$ cat src/rtl/serial_adder_pkg.sv
// Shared constants for the bit-serial adder controller: FSM encodings and default width.
package serial_adder_pkg;

  localparam int SA_DEFAULT_N = 8;

  localparam logic [1:0] IDLE  = 2'd0;
  localparam logic [1:0] SHIFT = 2'd1;
  localparam logic [1:0] DONE  = 2'd2;

endpackage

$ cat src/rtl/serial_adder_ctrl_fadder.sv
// One-bit full adder shared by the serial adder datapath.
module FADDER (
  output logic s,
  output logic c,
  input  logic x,
  input  logic y,
  input  logic z
);

  assign s = x ^ y ^ z;
  assign c = (x & y) | (x & z) | (y & z);

endmodule

$ cat src/rtl/serial_adder_ctrl.sv
// Bit-serial N-bit adder: latches operands, feeds FADDER LSB first, and
// reports {cout,sum} through a start/busy/done handshake.
//
// state | meaning
// IDLE  | waiting for start; sum/cout hold the last result
// SHIFT | one bit pair per cycle through FADDER, N cycles
// DONE  | one-cycle done pulse, then back to IDLE
module serial_adder_ctrl
  import serial_adder_pkg::*;
#(
  parameter int N = SA_DEFAULT_N
) (
  input  logic         clk,
  input  logic         rst_n,
  input  logic         start,
  input  logic [N-1:0] a,
  input  logic [N-1:0] b,
  input  logic         cin,
  output logic         busy,
  output logic         done,
  output logic [N-1:0] sum,
  output logic         cout
);

  localparam int CW = (N > 1) ? $clog2(N) : 1;
  localparam logic [CW-1:0] CNT_LAST = CW'(N - 1);

  logic [1:0]    state_q, state_d;
  logic [N-1:0]  a_sh_q, a_sh_d;
  logic [N-1:0]  b_sh_q, b_sh_d;
  logic [N-1:0]  sum_sh_q, sum_sh_d;
  logic          carry_q, carry_d;
  logic [CW-1:0] cnt_q, cnt_d;
  logic          fa_s, fa_c;

  FADDER u_fadder (
    .s (fa_s),
    .c (fa_c),
    .x (a_sh_q[0]),
    .y (b_sh_q[0]),
    .z (carry_q)
  );

  always_ff @(posedge clk or negedge rst_n) begin
    if (!rst_n) begin
      state_q <= IDLE;
    end else begin
      state_q <= state_d;
    end
  end

  always_comb begin
    state_d = state_q;
    case (state_q)
      IDLE:    if (start) state_d = SHIFT;
      SHIFT:   if (cnt_q == CNT_LAST) state_d = DONE;
      DONE:    state_d = IDLE;
      default: state_d = IDLE;
    endcase
  end

  always_comb begin
    busy = (state_q == SHIFT);
    done = (state_q == DONE);
  end

  // Datapath only moves on accept (load) and during SHIFT; result holds otherwise.
  always_comb begin
    a_sh_d   = a_sh_q;
    b_sh_d   = b_sh_q;
    sum_sh_d = sum_sh_q;
    carry_d  = carry_q;
    cnt_d    = cnt_q;
    if (state_q == IDLE && start) begin
      a_sh_d   = a;
      b_sh_d   = b;
      sum_sh_d = '0;
      carry_d  = cin;
      cnt_d    = '0;
    end else if (state_q == SHIFT) begin
      a_sh_d   = {1'b0, a_sh_q[N-1:1]};
      b_sh_d   = {1'b0, b_sh_q[N-1:1]};
      sum_sh_d = {fa_s, sum_sh_q[N-1:1]};
      carry_d  = fa_c;
      cnt_d    = cnt_q + CW'(1);
    end
  end

  always_ff @(posedge clk or negedge rst_n) begin
    if (!rst_n) begin
      a_sh_q   <= '0;
      b_sh_q   <= '0;
      sum_sh_q <= '0;
      carry_q  <= 1'b0;
      cnt_q    <= '0;
    end else begin
      a_sh_q   <= a_sh_d;
      b_sh_q   <= b_sh_d;
      sum_sh_q <= sum_sh_d;
      carry_q  <= carry_d;
      cnt_q    <= cnt_d;
    end
  end

  assign sum  = sum_sh_q;
  assign cout = carry_q;

endmodule

$ cat config.mk
export PLATFORM = sky130hd
export DESIGN_NAME = serial_adder_ctrl
export DESIGN_NICKNAME = d
export VERILOG_FILES = /design/src/rtl/serial_adder_pkg.sv /design/src/rtl/serial_adder_ctrl_fadder.sv /design/src/rtl/serial_adder_ctrl.sv
export SDC_FILE = /design/constraint.sdc
export NUM_CORES = 1
export LEC_CHECK = 0
export CORE_MARGIN = 5
export CORE_UTILIZATION = 36
export DETAILED_ROUTE_END_ITERATION = 10
export GPL_TIMING_DRIVEN = 1
export SLEW_MARGIN = 20
export SYNTH_ARGS = -nofsm -noshare
export SYNTH_HDL_FRONTEND = slang
export SYNTH_SLANG_ARGS = --single-unit
$ cat constraint.sdc
create_clock -name clk -period 2.35 [get_ports clk]
set_clock_uncertainty 0.15 [all_clocks]
set_input_delay 0.3525 -clock clk [delete_from_list [all_inputs] [get_ports clk]]
set_output_delay 0.3525 -clock clk [all_outputs]
set_load 0.05 [all_outputs]
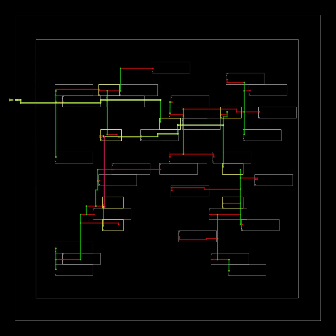
Run 1: clock wiring as the flow saved it
clkbuf count: 8
insertion delay to the later sink of the worst-skew pair: 270 ps
power attributed to the clock group: 480 uW
number of sequential cells: 30
total clock buffers created by CTS: 5

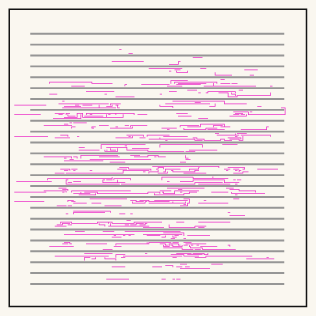
Run 1: met1 routing
(4 px per um) Supply wires on this layer in grey.
wire length on this layer = 1,450 um
nets with wire on the layer = 150
main direction = horizontal

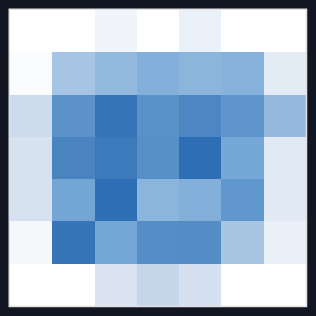
Run 1: placement density heat map
(4 px per um) 7 x 7 tiles, from white (low) to dark blue (high), 0 to 100% covered.
emptiest ninth of the die = north-west
nearly empty tiles = 18%
densest ninth of the die = centre
mean over tiles = 34%

==> reports/metrics.sh, run 1 <==
DRIVE_ABOVE_1_SHARE_PCT=26.45
CTSRESIZECOUNT=0
SHARE_OF_FLIP_FLOPS_WITH_AN_ASYNCHRONOUS_SET_OR_RESET_AFTER_SYNTHESIS_PCT=100.0
CTS.SINK_COUNT=30
SWITCHINGPOWER_mW=1.066
YOSYS_WARNINGS=0
POST_SYNTH_INSTANCE_AREA_SQ_UM=1471
FIRST_ITER_VIOLATIONS=46
FINAL_DESIGN_AREA_NO_FILL_SQ_UM=1894
CORE_AREA_SQ_UM=3971
CP_NUM_CELLS=3
DIE.SIZE.X_UM=73.93
TIMING.FINAL.SETUP_VIOLATIONS=0
ANTENNA_CELLS=0
FINALCLOCKPERIODUSAGE_PCT=85.49
HOLDWS_PS=305.8
CRITICAL_PATH.MAX_STAGE_DELAY_PS=530
SYNTH-CELLS-YOSYS=121
DR_TOTAL_VIAS=1014
UTILIZATION_PCT=47.70
SW_FRAC_OF_TOTAL_PCT=39.85
SYN-MEAN-INSTANCE-AREA_SQ_UM=12.16
ROWS=23
GLOBAL_ROUTE.USAGE.TOTAL_PCT=12.48
YS_SEQ_SHARE_PCT=51.02
GRT_ANTENNA_BEFORE_REPAIR=0
CP.REQUIRED_PS=1850
POST_ROUTE_ANT_NETS=0
EDF_COUNT=0
TIMING.CRITICAL_PATH.ARRIVAL_PS=1510
RSZ0062_AT_GRT='no'
ROUTABILITYCONGESTION=0.7087
CRIT_BUF_INV=2
HALF_PERIMETER_WIRE_LENGTH_AFTER_PLACEMENT_UM=2147
CRITICAL_PATH.REG2REG.ENDPOINT='a_sh_q[0]'
POSTPLACECELLAREA_SQ_UM=1784
POWERSEQ_uW=940
GRT_PASS1_WL_UM=5195
PRECTSSETUPSLACK_PS=507.6
SETUP.WORST_PATH.START='state_q[1]'
COMPOUND_AREA_SHARE_PCT=26.19
GRT_BUSIEST_LAYER='met2'
TIMING.FINAL.MAX_SLEW_VIOLATIONS=0
REG2REGPATHDEPTH=4
WORST-SLEW-PIN-TRANSITION_PS=499.8
ROUTEDLENGTHMET1_UM=1450
INTERNAL-POWER_mW=1.608
YS.FLOPS=30
CRITPATHCAPTURETYPE='output port'
XOR_AREA_SHARE_PCT=0
CTS-ROOT-BUF='sky130_fd_sc_hd__clkbuf_8'
TOPCOMBFAMILYBYAREA='AND-OR/OR-AND gates'
YS_CHIP_AREA_SQ_UM=1471
ROUTE.DETAILED.VIAS_PER_INST=4.946
CRITICAL_PATH.SLOWEST_CELL='sky130_fd_sc_hd__dfrtp_1'
MAXIMUM_NUMBER_OF_PINS_ON_ONE_NET_BEFORE_GLOBAL_ROUTE_REPAIR=31
POST_CTS_HOLD_BUFFER_COUNT=0
POST-SYNTH-TOP-AREA-FRACTION_PCT=51.02
OUTCOME='completed'
FILLER_CELL_COUNT=373
CLK_PIN_SLEW_WORST_PATHS_PS=60
REG2REG_SLACK_PS=730
CP_MAX_FO=14
NETLIST.TOP_CELL.BY_INSTANCES='sky130_fd_sc_hd__dfrtp_1'
GRT.MET3_USAGE_PCT=4.054
TIMING.CRITICAL_PATH.CELLS='nand2b_4 -> inv_2 -> buf_12'
SYNTH.TOP_CELLS.BY_COUNT='sky130_fd_sc_hd__dfrtp_1 (30), sky130_fd_sc_hd__nor2_1 (13), sky130_fd_sc_hd__a22o_1 (9)'
TOP_LEVEL_PORTS=31
TRITONCTS_CLOCK_TREE='built'
DIE_AREA_SQ_UM=5466
NETLIST_INSTANCES=121
CRITPATHLAUNCHTYPE='flip-flop'
POWER_mW=2.674
POST-ROUTE-MIN-PERIOD_PS=2009
REGTOREGSTARTPOINT='state_q[1]'
GRT_PASS1_VIAS=1070
SYNTHSIMPLEGATEAREAFRAC_PCT=12.76
POST_ROUTE_SETUP_TNS_PS=0
DRT_WL_TOTAL_UM=2964
TOPROUTINGLAYERUSED='met4'
POSTCTSSETUPREPAIRBUFS=0
POST_SYNTH_NUM_CELL_TYPES=32
NUMPORTBUFFERS=30
TOP_AREA_CELL='sky130_fd_sc_hd__dfrtp_1'
DIE_H_UM=73.93
WORSTSETUPENDPOINT='busy'
## run 1: cell type report
type	count	area, sq um	area share [%]
clock buffers	8	110.1	5.812
inverters	8	30.03	1.585
multi-input cells	77	618.1	32.63
flip-flops and latches	30	750.7	39.63
well taps	50	62.56	3.303
repair buffers	32	322.8	17.04
## run 1: cell usage in the layout (no fill, tap or decap), drive strengths merged, types with 2 or more instances in the layout
cell type      count
inv                8
clkbuf             8
o211ai             2
clkdlybuf4s50     28
ha                 2
buf                4
o21ai              2
dfrtp             30
o22ai             11
a22oi              3
nor3               7
a22o               9
nand3              2
nand2              4
nor2              13
a21oi             10
nand2b             2
==> run 2: changes to the inputs <==
SKIP_CTS_REPAIR_TIMING = 1   (was default)
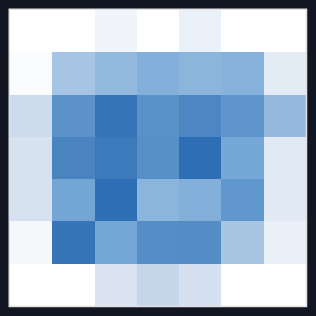
Run 2: placement density heat map
(4 px per um) 7 x 7 tiles, from white (low) to dark blue (high), 0 to 100% covered.
nearly empty tiles = 18%
emptiest ninth of the die = north-west
mean over tiles = 34%
densest ninth of the die = centre
fullest tile = 75%

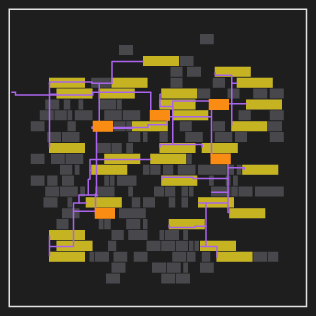
Run 2: clock network drawn from the DEF
(4 px per um)
yellow -> flip-flops  # count 30
orange -> clock drivers  # count 5
purple -> clock wires  # length 389 um
routed clock nets = 6

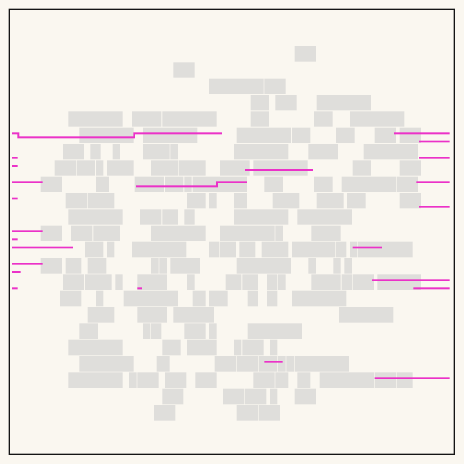
Run 2: signal wires on met3
(6 px per um) Cells faint in the background.
share of all routed wire = 5.5%
main direction = horizontal

==> run 2 against run 1 <==
- clock-buffer cell count did not move
- worst hold slack did not move
- critical endpoint unchanged
- final cell count did not move
- cell area did not move
- combinational power barely moved
==> reports/metrics.sh, run 2 <==
OUTCOME='completed'
TOPROUTINGLAYERUSED='met4'
LAYOUT_TOP_CELLS='sky130_fd_sc_hd__dfrtp_1 (30), sky130_fd_sc_hd__clkdlybuf4s50_1 (28), sky130_fd_sc_hd__nor2_1 (13), sky130_fd_sc_hd__a22o_1 (9), sky130_fd_sc_hd__clkbuf_8 (8)'
DR_TOTAL_VIAS=1014  # unchanged
CRITICAL_PATH.SLOWEST_CELL='sky130_fd_sc_hd__dfrtp_1'
GLOBAL_ROUTE.USAGE.TOTAL_PCT=12.48  # unchanged
ROUTEDLENGTHMET1_UM=1450  # unchanged
CTS.SINK_COUNT=30  # unchanged
CP_NUM_CELLS=3  # unchanged
CRITICAL_PATH.REG2REG.ENDPOINT='a_sh_q[0]'
YS_CHIP_AREA_SQ_UM=1471  # unchanged
ROUTABILITYCONGESTION=0.7087  # unchanged
FIRST_ITER_VIOLATIONS=46  # unchanged
POWER_mW=2.674  # unchanged
TIMING.CRITICAL_PATH.ARRIVAL_PS=1510  # about the same
POST_ROUTE_ANT_NETS=0  # unchanged
CP_MAX_FO=14  # unchanged
POSTPLACECELLAREA_SQ_UM=1784  # unchanged
SW_FRAC_OF_TOTAL_PCT=39.85  # unchanged
SYNTH.TOP_CELLS.BY_COUNT='sky130_fd_sc_hd__dfrtp_1 (30), sky130_fd_sc_hd__nor2_1 (13), sky130_fd_sc_hd__a22o_1 (9)'
TOPCOMBFAMILYBYAREA='AND-OR/OR-AND gates'
SHARE_OF_FLIP_FLOPS_WITH_AN_ASYNCHRONOUS_SET_OR_RESET_AFTER_SYNTHESIS_PCT=100.0  # unchanged
GRT_ANTENNA_BEFORE_REPAIR=0  # unchanged
DRIVE_ABOVE_1_SHARE_PCT=26.45  # unchanged
YS_SEQ_SHARE_PCT=51.02  # unchanged
TIMING.CRITICAL_PATH.CELLS='nand2b_4 -> inv_2 -> buf_12'
NUMCTSBUFFERS=5  # unchanged
SETUP.WORST_PATH.START='state_q[1]'
DIE_AREA_SQ_UM=5466  # unchanged
POST_SYNTH_NUM_CELL_TYPES=32  # unchanged
CP.REQUIRED_PS=1850  # about the same
REG2REGPATHDEPTH=4  # unchanged
DIE.SIZE.X_UM=73.93  # unchanged
TIMING.FINAL.MAX_SLEW_VIOLATIONS=0  # unchanged
EDF_COUNT=0  # unchanged
UTILIZATION_PCT=47.70  # unchanged
CLOCK_INSERTION_DELAY_WORST_SKEW_PS=270  # about the same
GRT.MET3_USAGE_PCT=4.054  # unchanged
NETLIST_INSTANCES=121  # unchanged
YS.FLOPS=30  # unchanged
POST_SYNTH_INSTANCE_AREA_SQ_UM=1471  # unchanged
PRECTSSETUPSLACK_PS=507.6  # unchanged
HALF_PERIMETER_WIRE_LENGTH_AFTER_PLACEMENT_UM=2147  # unchanged
FINALCLOCKPERIODUSAGE_PCT=85.49  # unchanged
CRIT_BUF_INV=2  # unchanged
REG2REG_SLACK_PS=730  # about the same
## run 2: cell counts after synthesis
Identical to the previous run, type by type.
## run 2: worst min-delay path by stage
stage	from	to	slack (ps)	depth (start not counted)
detailed placement	sum[0]	sum[0]	330	1
global placement	cnt_q[0]	cnt_q[0]	330	1
CTS	rst_n	b_sh_q[6]	320	2
finish	rst_n	b_sh_q[6]	310	2
global route	rst_n	b_sh_q[6]	350	2
floorplan	rst_n	a_sh_q[0]	-90	0
## run 2: cell type report
type / instances / area [sq um] / area share (%)
tap: 50 / 62.56 / 3.303
clock buffer: 8 / 110.1 / 5.812
sequential: 30 / 750.7 / 39.63
timing repair buffer: 32 / 322.8 / 17.04
inverter: 8 / 30.03 / 1.585
multi-input combinational: 77 / 618.1 / 32.63
No activity file was given, so power comes from the tool's default toggle rates.
